==> images/pdn.png <==
Bar = 50 um. Pins as bars on the die edge.
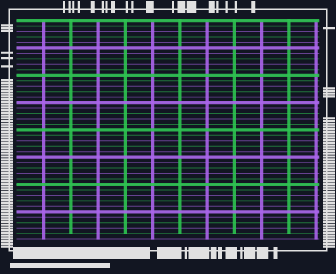
==> images/cell_classes.png <==
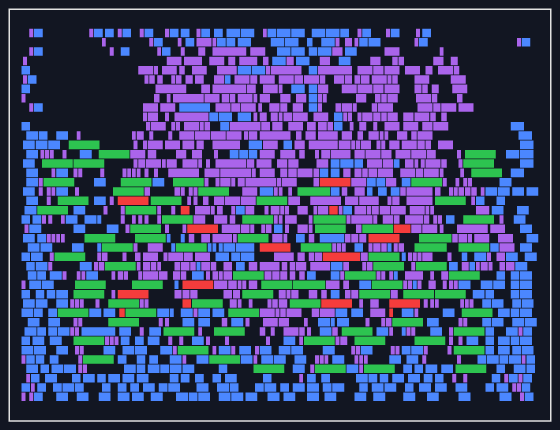
==> images/clock_map.png <==
Bar = 50 um.
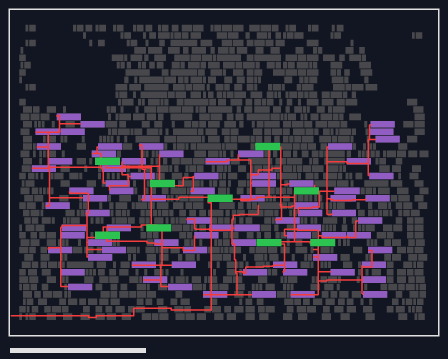
==> images/metal_stack.png <==
Bar = 50 um.
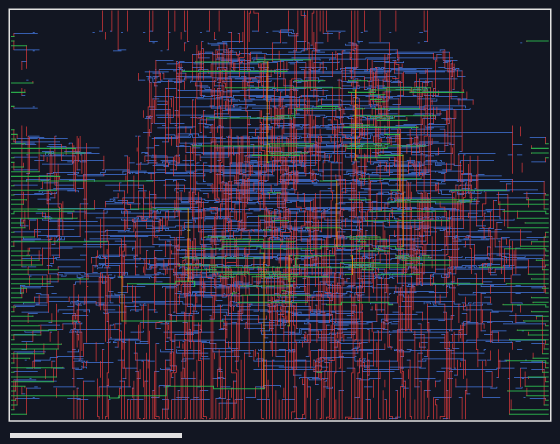
==> images/final_clocks.png <==
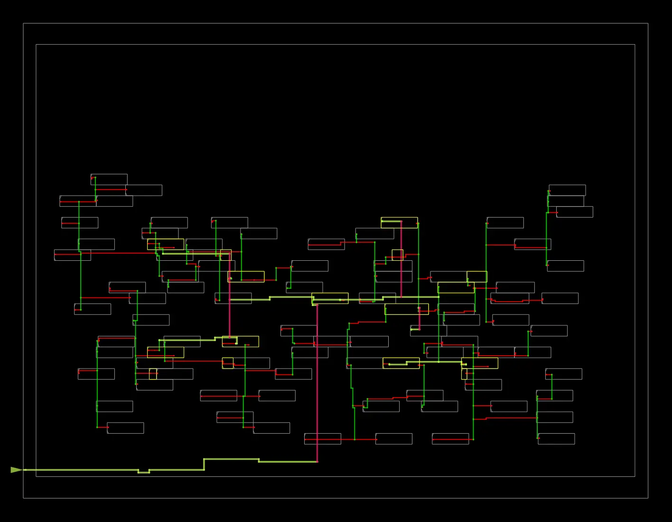
### src/rtl/rect_filler_pkg.sv
// ============================================================================
// Module      : rect_filler_pkg
// Description : Shared state encoding, burst geometry and address-field
//               widths for the rectangle filler.
// Revision    : 1.0 - initial release
// ============================================================================
`default_nettype none

package rect_filler_pkg;

    typedef enum logic [1:0] {
        IDLE  = 2'd0,
        CMD   = 2'd1,
        DATA2 = 2'd2
    } state_t;

    localparam int PIX_PER_BURST = 8;
    localparam int PIX_PER_BEAT  = 4;
    localparam int BYTES_PER_PIX = 4;

    localparam int BEAT_W = PIX_PER_BEAT * BYTES_PER_PIX * 8;
    localparam int MASK_W = PIX_PER_BEAT * BYTES_PER_PIX;

    // Burst address = {pad, frame select, row, burst column, beat-byte lsbs}
    localparam int ADDR_PAD_W   = 6;
    localparam int ADDR_FRAME_W = 6;
    localparam int ADDR_ROW_W   = 10;
    localparam int ADDR_COL_W   = 7;
    localparam int ADDR_LSB_W   = 2;
    localparam int ADDR_W       = ADDR_PAD_W + ADDR_FRAME_W + ADDR_ROW_W
                                + ADDR_COL_W + ADDR_LSB_W;

endpackage

`default_nettype wire

### src/rtl/rect_filler_mask.sv
// ============================================================================
// Module      : rect_filler_mask
// Description : Combinational per-byte edge mask for one write beat
//               (1 = byte not written).
// Revision    : 1.0 - initial release
// ============================================================================
`default_nettype none

module rect_filler_mask
    import rect_filler_pkg::*;
#(
    parameter int X_W = 10
) (
    input  logic [X_W-1:0]    xb,
    input  logic              beat,
    input  logic [X_W-1:0]    x0,
    input  logic [X_W-1:0]    x1,
    output logic [MASK_W-1:0] mask
);

    for (genvar p = 0; p < PIX_PER_BEAT; p++) begin : g_pix
        logic [X_W-1:0] w_pix;

        assign w_pix = xb + X_W'(beat ? PIX_PER_BEAT + p : p);
        assign mask[BYTES_PER_PIX*p +: BYTES_PER_PIX] =
            ((w_pix < x0) || (w_pix > x1)) ? {BYTES_PER_PIX{1'b1}}
                                           : {BYTES_PER_PIX{1'b0}};
    end

endmodule

`default_nettype wire

### src/rtl/rect_filler.sv
// ============================================================================
// Module      : rect_filler
// Description : Fills a framebuffer rectangle with a colour using two-beat
//               DDR2 write bursts. Optional macro RECT_FILLER_CLIP_EN clamps
//               the rectangle to the frame and drops empty commands.
// Revision    : 1.0 - initial release
// ============================================================================
`default_nettype none

module rect_filler
    import rect_filler_pkg::*;
#(
    parameter int FRAME_W = 800,
    parameter int FRAME_H = 600,
    parameter int X_W     = 10,
    parameter int Y_W     = 10
) (
    input  logic              clk,
    input  logic              rst,
    input  logic              valid,
    output logic              ready,
    input  logic [X_W-1:0]    x0,
    input  logic [X_W-1:0]    x1,
    input  logic [Y_W-1:0]    y0,
    input  logic [Y_W-1:0]    y1,
    input  logic [23:0]       color,
    input  logic [31:0]       frame_base,
    input  logic              af_full,
    input  logic              wdf_full,
    output logic [ADDR_W-1:0] af_addr_din,
    output logic              af_wr_en,
    output logic [BEAT_W-1:0] wdf_din,
    output logic              wdf_wr_en,
    output logic [MASK_W-1:0] wdf_mask_din,
    output logic              done
);

    state_t                  r_state;
    state_t                  w_next;
    logic [X_W-1:0]          r_x0;
    logic [X_W-1:0]          r_x1;
    logic [X_W-1:0]          r_xb;
    logic [Y_W-1:0]          r_y1;
    logic [Y_W-1:0]          r_yr;
    logic [23:0]             r_color;
    logic [ADDR_FRAME_W-1:0] r_frame;

    logic [X_W-1:0]          w_x1_in;
    logic [Y_W-1:0]          w_y1_in;
    logic [X_W-1:0]          w_xb_next;
    logic                    w_x_more;
    logic                    w_y_more;
    logic                    w_empty;
    logic                    w_beat;
    logic                    w_unused;

    assign w_unused = ^{frame_base[31:28], frame_base[21:0]};

`ifdef RECT_FILLER_CLIP_EN
    localparam logic [X_W-1:0] C_X_MAX = X_W'(FRAME_W - 1);
    localparam logic [Y_W-1:0] C_Y_MAX = Y_W'(FRAME_H - 1);

    logic r_empty;
    logic w_empty_in;

    assign w_x1_in    = (x1 > C_X_MAX) ? C_X_MAX : x1;
    assign w_y1_in    = (y1 > C_Y_MAX) ? C_Y_MAX : y1;
    assign w_empty_in = (x0 > w_x1_in) || (y0 > w_y1_in)
                     || (x0 > C_X_MAX) || (y0 > C_Y_MAX);
    assign w_empty    = r_empty;

    always_ff @(posedge clk or negedge rst) begin
        if (!rst) begin
            r_empty <= 1'b0;
        end else if (r_state == IDLE && valid) begin
            r_empty <= w_empty_in;
        end
    end
`else
    assign w_x1_in = x1;
    assign w_y1_in = y1;
    assign w_empty = 1'b0;
`endif

    assign w_xb_next = r_xb + X_W'(PIX_PER_BURST);
    assign w_x_more  = (w_xb_next <= r_x1);
    assign w_y_more  = (r_yr < r_y1);
    assign w_beat    = (r_state == DATA2);

    always_ff @(posedge clk or negedge rst) begin
        if (!rst) begin
            r_state <= IDLE;
        end else begin
            r_state <= w_next;
        end
    end

    always_comb begin
        w_next    = r_state;
        ready     = 1'b0;
        af_wr_en  = 1'b0;
        wdf_wr_en = 1'b0;
        done      = 1'b0;
        case (r_state)
            IDLE: begin
                ready = 1'b1;
                if (valid) w_next = CMD;
            end
            CMD: begin
                if (w_empty) begin
                    done   = 1'b1;
                    w_next = IDLE;
                end else if (!af_full && !wdf_full) begin
                    af_wr_en  = 1'b1;
                    wdf_wr_en = 1'b1;
                    w_next    = DATA2;
                end
            end
            DATA2: begin
                if (!wdf_full) begin
                    wdf_wr_en = 1'b1;
                    if (w_x_more || w_y_more) begin
                        w_next = CMD;
                    end else begin
                        done   = 1'b1;
                        w_next = IDLE;
                    end
                end
            end
            default: w_next = IDLE;
        endcase
    end

    // Burst x is aligned down to a PIX_PER_BURST (8-pixel) boundary.
    always_ff @(posedge clk or negedge rst) begin
        if (!rst) begin
            r_x0    <= '0;
            r_x1    <= '0;
            r_xb    <= '0;
            r_y1    <= '0;
            r_yr    <= '0;
            r_color <= '0;
            r_frame <= '0;
        end else if (r_state == IDLE && valid) begin
            r_x0    <= x0;
            r_x1    <= w_x1_in;
            r_xb    <= {x0[X_W-1:3], 3'b000};
            r_y1    <= w_y1_in;
            r_yr    <= y0;
            r_color <= color;
            r_frame <= frame_base[27:22];
        end else if (r_state == DATA2 && !wdf_full) begin
            if (w_x_more) begin
                r_xb <= w_xb_next;
            end else if (w_y_more) begin
                r_yr <= r_yr + 1'b1;
                r_xb <= {r_x0[X_W-1:3], 3'b000};
            end
        end
    end

    assign af_addr_din = {{ADDR_PAD_W{1'b0}}, r_frame, ADDR_ROW_W'(r_yr),
                          ADDR_COL_W'(r_xb >> 3), {ADDR_LSB_W{1'b0}}};
    assign wdf_din     = {PIX_PER_BEAT{8'h00, r_color}};

    rect_filler_mask #(
        .X_W (X_W)
    ) u_mask (
        .xb   (r_xb),
        .beat (w_beat),
        .x0   (r_x0),
        .x1   (r_x1),
        .mask (wdf_mask_din)
    );

endmodule

`default_nettype wire

### config.mk
export PLATFORM = sky130hd
export DESIGN_NAME = rect_filler
export DESIGN_NICKNAME = d
export VERILOG_FILES = /design/src/rtl/rect_filler_pkg.sv /design/src/rtl/rect_filler_mask.sv /design/src/rtl/rect_filler.sv
export SDC_FILE = /design/constraint.sdc
export NUM_CORES = 1
export LEC_CHECK = 0
export CAP_MARGIN = 25
export CORE_ASPECT_RATIO = 0.75
export CORE_MARGIN = 3
export CORE_UTILIZATION = 41
export DETAILED_ROUTE_END_ITERATION = 10
export GPL_TIMING_DRIVEN = 0
export PLACE_DENSITY_LB_ADDON = 0.2
export SETUP_SLACK_MARGIN = 0.2
export SYNTH_ARGS = -nofsm -noshare
export SYNTH_HDL_FRONTEND = slang
export SYNTH_HIERARCHICAL = 1
export SYNTH_SLANG_ARGS = --single-unit
### constraint.sdc
create_clock -name clk -period 3.4 [get_ports clk]
set_clock_uncertainty 0.1 [all_clocks]
set_input_delay 0.68 -clock clk [delete_from_list [all_inputs] [get_ports clk]]
set_output_delay 0.68 -clock clk [all_outputs]
set_load 0.01 [all_outputs]
==> run_summary.xml <==
<?xml version="1.0" encoding="UTF-8"?>
<metrics>
  <group name="outcome">
    <metric name="outcome" unit="">finished, violations left</metric>
    <metric name="violated_checks" unit="">setup timing</metric>
  </group>
  <group name="finish">
    <metric name="final-instance-count-excl-fill" unit="">1388</metric>
    <metric name="mostFrequentLayoutCell" unit="">sky130_fd_sc_hd__clkdlybuf4s50_1</metric>
    <metric name="post_layout_inst_area" unit="um2">10860</metric>
    <metric name="sh_comb_area" unit="">0.4135</metric>
    <metric name="drive_above_1_share" unit="">0.2343</metric>
    <metric name="area.combinational" unit="um2">4491</metric>
    <metric name="final_layout_top_logic_cells" unit="">sky130_fd_sc_hd__clkdlybuf4s50_1 (195), sky130_fd_sc_hd__nand2_1 (174), sky130_fd_sc_hd__buf_4 (154)</metric>
    <metric name="buffer_area_frac" unit="">0.3361</metric>
    <metric name="antennaDiodeCount" unit="">0</metric>
    <metric name="num-nonclk-buffers" unit="">408</metric>
    <metric name="area_dominant_class" unit="">logic gates</metric>
    <metric name="synthToLayoutAreaGrowth" unit="%">54.05</metric>
    <metric name="multiInputCombCellCount" unit="">629</metric>
    <metric name="fin_nets" unit="">1377</metric>
    <metric name="max_ffs_per_register" unit="">24</metric>
    <metric name="clock_cell_area_share" unit="">0.02765</metric>
    <metric name="n_fill_cell" unit="">1344</metric>
    <metric name="final_core_utilization" unit="">0.6615</metric>
    <metric name="registers.top_by_ff_count" unit="">r_color</metric>
  </group>
  <group name="synth">
    <metric name="syn_area_per_cell" unit="um2">8.293</metric>
    <metric name="synthTopCellsByCount" unit="">sky130_fd_sc_hd__nand2_1 (174), sky130_fd_sc_hd__buf_4 (126), sky130_fd_sc_hd__ha_1 (102), sky130_fd_sc_hd__dfrtp_1 (79), sky130_fd_sc_hd__inv_1 (46)</metric>
    <metric name="syn-instance-count" unit="">850</metric>
    <metric name="muxShareOfSynthArea" unit="">0.007632</metric>
    <metric name="netlist-cell-type-count" unit="">56</metric>
    <metric name="post_synth_tally_of_flip_flops_with_integrated_enable" unit="">0</metric>
    <metric name="yosys-stat-cells" unit="">850</metric>
    <metric name="synthesis.area" unit="um2">7049</metric>
    <metric name="topCellsByArea" unit="">sky130_fd_sc_hd__dfrtp_1 (28%), sky130_fd_sc_hd__ha_1 (18%), sky130_fd_sc_hd__buf_4 (13%)</metric>
    <metric name="ys_dominant_reg_cell" unit="">sky130_fd_sc_hd__dfrtp_1</metric>
    <metric name="topCombFamilyByArea" unit="">adder cells</metric>
    <metric name="top_cell_area_share" unit="">0.2804</metric>
    <metric name="ys_seq_frac" unit="">0.2804</metric>
    <metric name="post-synth-top-area-cell" unit="">sky130_fd_sc_hd__dfrtp_1</metric>
    <metric name="xor_area_frac" unit="">0.04349</metric>
    <metric name="ys_warn_count" unit="">6</metric>
    <metric name="synth_compound_gate_area_share" unit="">0.1262</metric>
    <metric name="synth_chip_area" unit="um2">7049</metric>
    <metric name="yosys_register_bits" unit="">79</metric>
    <metric name="area_share_of_fa_ha_maj_cells_after_synthesis" unit="">0.1839</metric>
  </group>
  <group name="critical_path">
    <metric name="timing.critical_path.cells" unit="">ha_4 &gt; buf_6 &gt; fa_2 &gt; ha_4 &gt; a21o_1 &gt; a21o_1 &gt; a211oi_2 &gt; o21a_1 &gt; o32ai_2 &gt; buf_4 &gt; buf_6 &gt; buf_6</metric>
    <metric name="crit-reg2reg-capture" unit="">r_xb[7]</metric>
    <metric name="worst_setup_path_start_kind" unit="">flip-flop</metric>
    <metric name="crit_end" unit="">wdf_mask_din[10]</metric>
    <metric name="regToRegStartpoint" unit="">r_xb[4]</metric>
    <metric name="worstPathRequired" unit="ns">2.62</metric>
    <metric name="cp_common_cell" unit="">sky130_fd_sc_hd__buf_6</metric>
    <metric name="cp_max_fo" unit="">4</metric>
    <metric name="cp-startpoint" unit="">r_state[1]</metric>
    <metric name="setup.worst_path.class" unit="">reg -&gt; out</metric>
    <metric name="timing.reg2reg.setup_slack" unit="ns">0.13</metric>
  </group>
  <group name="detailed_routing">
    <metric name="route.detailed.drc" unit="">0</metric>
    <metric name="drt_first_pass_iters" unit="">7</metric>
    <metric name="detail_route.wirelength" unit="mm">22.65</metric>
    <metric name="wl_met3" unit="mm">2.072</metric>
    <metric name="detailedRoute.firstIterationViolations" unit="">435</metric>
    <metric name="via_per_inst" unit="">5.030</metric>
    <metric name="routed-wl-met2" unit="mm">10.42</metric>
    <metric name="drt-wirelength-per-cell" unit="um">16.32</metric>
    <metric name="ant_nets" unit="">0</metric>
    <metric name="vias" unit="">6981</metric>
  </group>
  <group name="power_and_ir_drop">
    <metric name="power.leakage" unit="uW">0.005156</metric>
    <metric name="power_report.internal_total" unit="uW">7104</metric>
    <metric name="power_clock" unit="uW">991</metric>
    <metric name="pg_comb" unit="uW">9700</metric>
    <metric name="power.switching_fraction" unit="">0.4351</metric>
    <metric name="power-top-group" unit="">combinational logic</metric>
    <metric name="power.net_switching" unit="uW">5471</metric>
    <metric name="power.density" unit="nW/um2">1158</metric>
    <metric name="clkPwrFrac" unit="">0.079</metric>
    <metric name="power_frac_comb" unit="">0.771</metric>
    <metric name="power_sequential" unit="uW">1890</metric>
    <metric name="fin_total_pwr" unit="uW">12570</metric>
  </group>
  <group name="global_route">
    <metric name="first_global_vias" unit="">6750</metric>
    <metric name="grt.busiest_layer" unit="">met2</metric>
    <metric name="grt_max_degree" unit="">68</metric>
    <metric name="global_route.usage.met2" unit="">0.3741</metric>
    <metric name="global_route_usage_over_all_layers" unit="">0.2353</metric>
    <metric name="antenna_found_initial" unit="">0</metric>
    <metric name="met3_usage" unit="">0.05984</metric>
  </group>
  <group name="floorplan">
    <metric name="boundaryPins" unit="">280</metric>
    <metric name="dieArea" unit="um2">18820</metric>
    <metric name="floorplan.rows" unit="">40</metric>
    <metric name="tapcell.inserted" unit="">210</metric>
  </group>
  <group name="sta">
    <metric name="timing_max_transition_violations_final" unit="">0</metric>
    <metric name="setup_violations" unit="">17</metric>
    <metric name="final_tally_of_hold_violations" unit="">0</metric>
    <metric name="setup_tns" unit="ns">-2.929</metric>
    <metric name="rsz_0062_raised_after_global_routing" unit="">yes</metric>
    <metric name="post-route-min-period" unit="ns">3.741</metric>
    <metric name="slew-limit-headroom" unit="">0.4798</metric>
    <metric name="tightest_slew" unit="ns">0.7803</metric>
    <metric name="fin_hold_ws" unit="ns">0.08596</metric>
    <metric name="layout_setup_ws" unit="ns">-0.3414</metric>
  </group>
  <group name="placed_design">
    <metric name="dp_hpwl" unit="mm">17.11</metric>
    <metric name="place_worst_setup_slack" unit="ns">-1.005</metric>
    <metric name="placement.cell_area" unit="um2">9713</metric>
    <metric name="buffer_ports.inserted" unit="">213</metric>
    <metric name="place.gp.congestion" unit="">0.8813</metric>
    <metric name="dpl.cell_count" unit="">1329</metric>
  </group>
  <group name="clock_network">
    <metric name="clock_tree.htree_level_count" unit="">3</metric>
    <metric name="cts.clk_slew.worst_paths" unit="ns">0.06</metric>
    <metric name="clock-root-buffer" unit="">sky130_fd_sc_hd__clkbuf_16</metric>
    <metric name="clock_tree_from_tritoncts" unit="">done</metric>
    <metric name="cts.path.max_buffers" unit="">2</metric>
  </group>
  <group name="hold_path">
    <metric name="hold_class" unit="">in -&gt; async</metric>
  </group>
  <group name="job">
    <metric name="drv_cap" unit="">0</metric>
    <metric name="stage_log_warnings" unit="">62</metric>
  </group>
</metrics>
Notes on pdn.png above:
net	color
VDD	green
VSS	purple
met1 rails	41
met4 straps	11
Die Y-Extent: 119.6 um
area of the placeable core: 16420 um2
width of the die: 157.4 um
worst-case vdd ir drop: 0.0005203 V

Notes on cell_classes.png above:
class	color	cells	share of their area
clock drivers and dummy loads	red	16	2.8%
all other logic	purple	675	44%
flip-flops	green	79	19%
other buffers and delay cells	blue	408	34%

Notes on clock_map.png above:
[clock wires] red | length: 1150 um
[cells driving clock nets] green | count: 9
[flip-flops] purple | count: 79
routed clock nets	10

Notes on metal_stack.png above:
layer	color	wire length
met4	orange	211 um
met3	green	2070 um
met2	red	10400 um
met1	blue	9950 um

Notes on final_clocks.png above:
count of clock tree sinks: 79
flop count: 79
number of buffers created by CTS: 9
clock latency of the later-clocked register in the worst-skew pair: 0.34 ns
CLK BUF: 11

==> cell families (layout without fill, tap and decap cells) <==
logic type / Yosys count / in the layout
buffers and inverters: 197 / 470
adder cells (fa/ha/maj): 103 / 103
XOR/XNOR: 35 / 35
AND-OR/OR-AND: 142 / 142
multiplexers: 5 / 5
flip-flops: 79 / 79
other: 1 / 56
AND/OR/NAND/NOR: 288 / 288
==> worst max-delay path: cells and delay by family, from the launching register on <==
family / cells / cell delay, ns
fa+ha+maj: 3 / 0.86
flops: 1 / 0.41
compound gates: 5 / 0.82
buf+inv: 4 / 0.51
==> timing repair <==
| action | CTS | global route |
|---|---|---|
| hold buffers | 0 | 0 |
| cloned | 0 | 1 |
| setup endpoints to repair | 34 | 32 |
| pin swaps | 34 | 32 |
| gates resized | 140 | 47 |
| setup buffers | 26 | 16 |
No activity file was given, so power comes from the tool's default toggle rates.
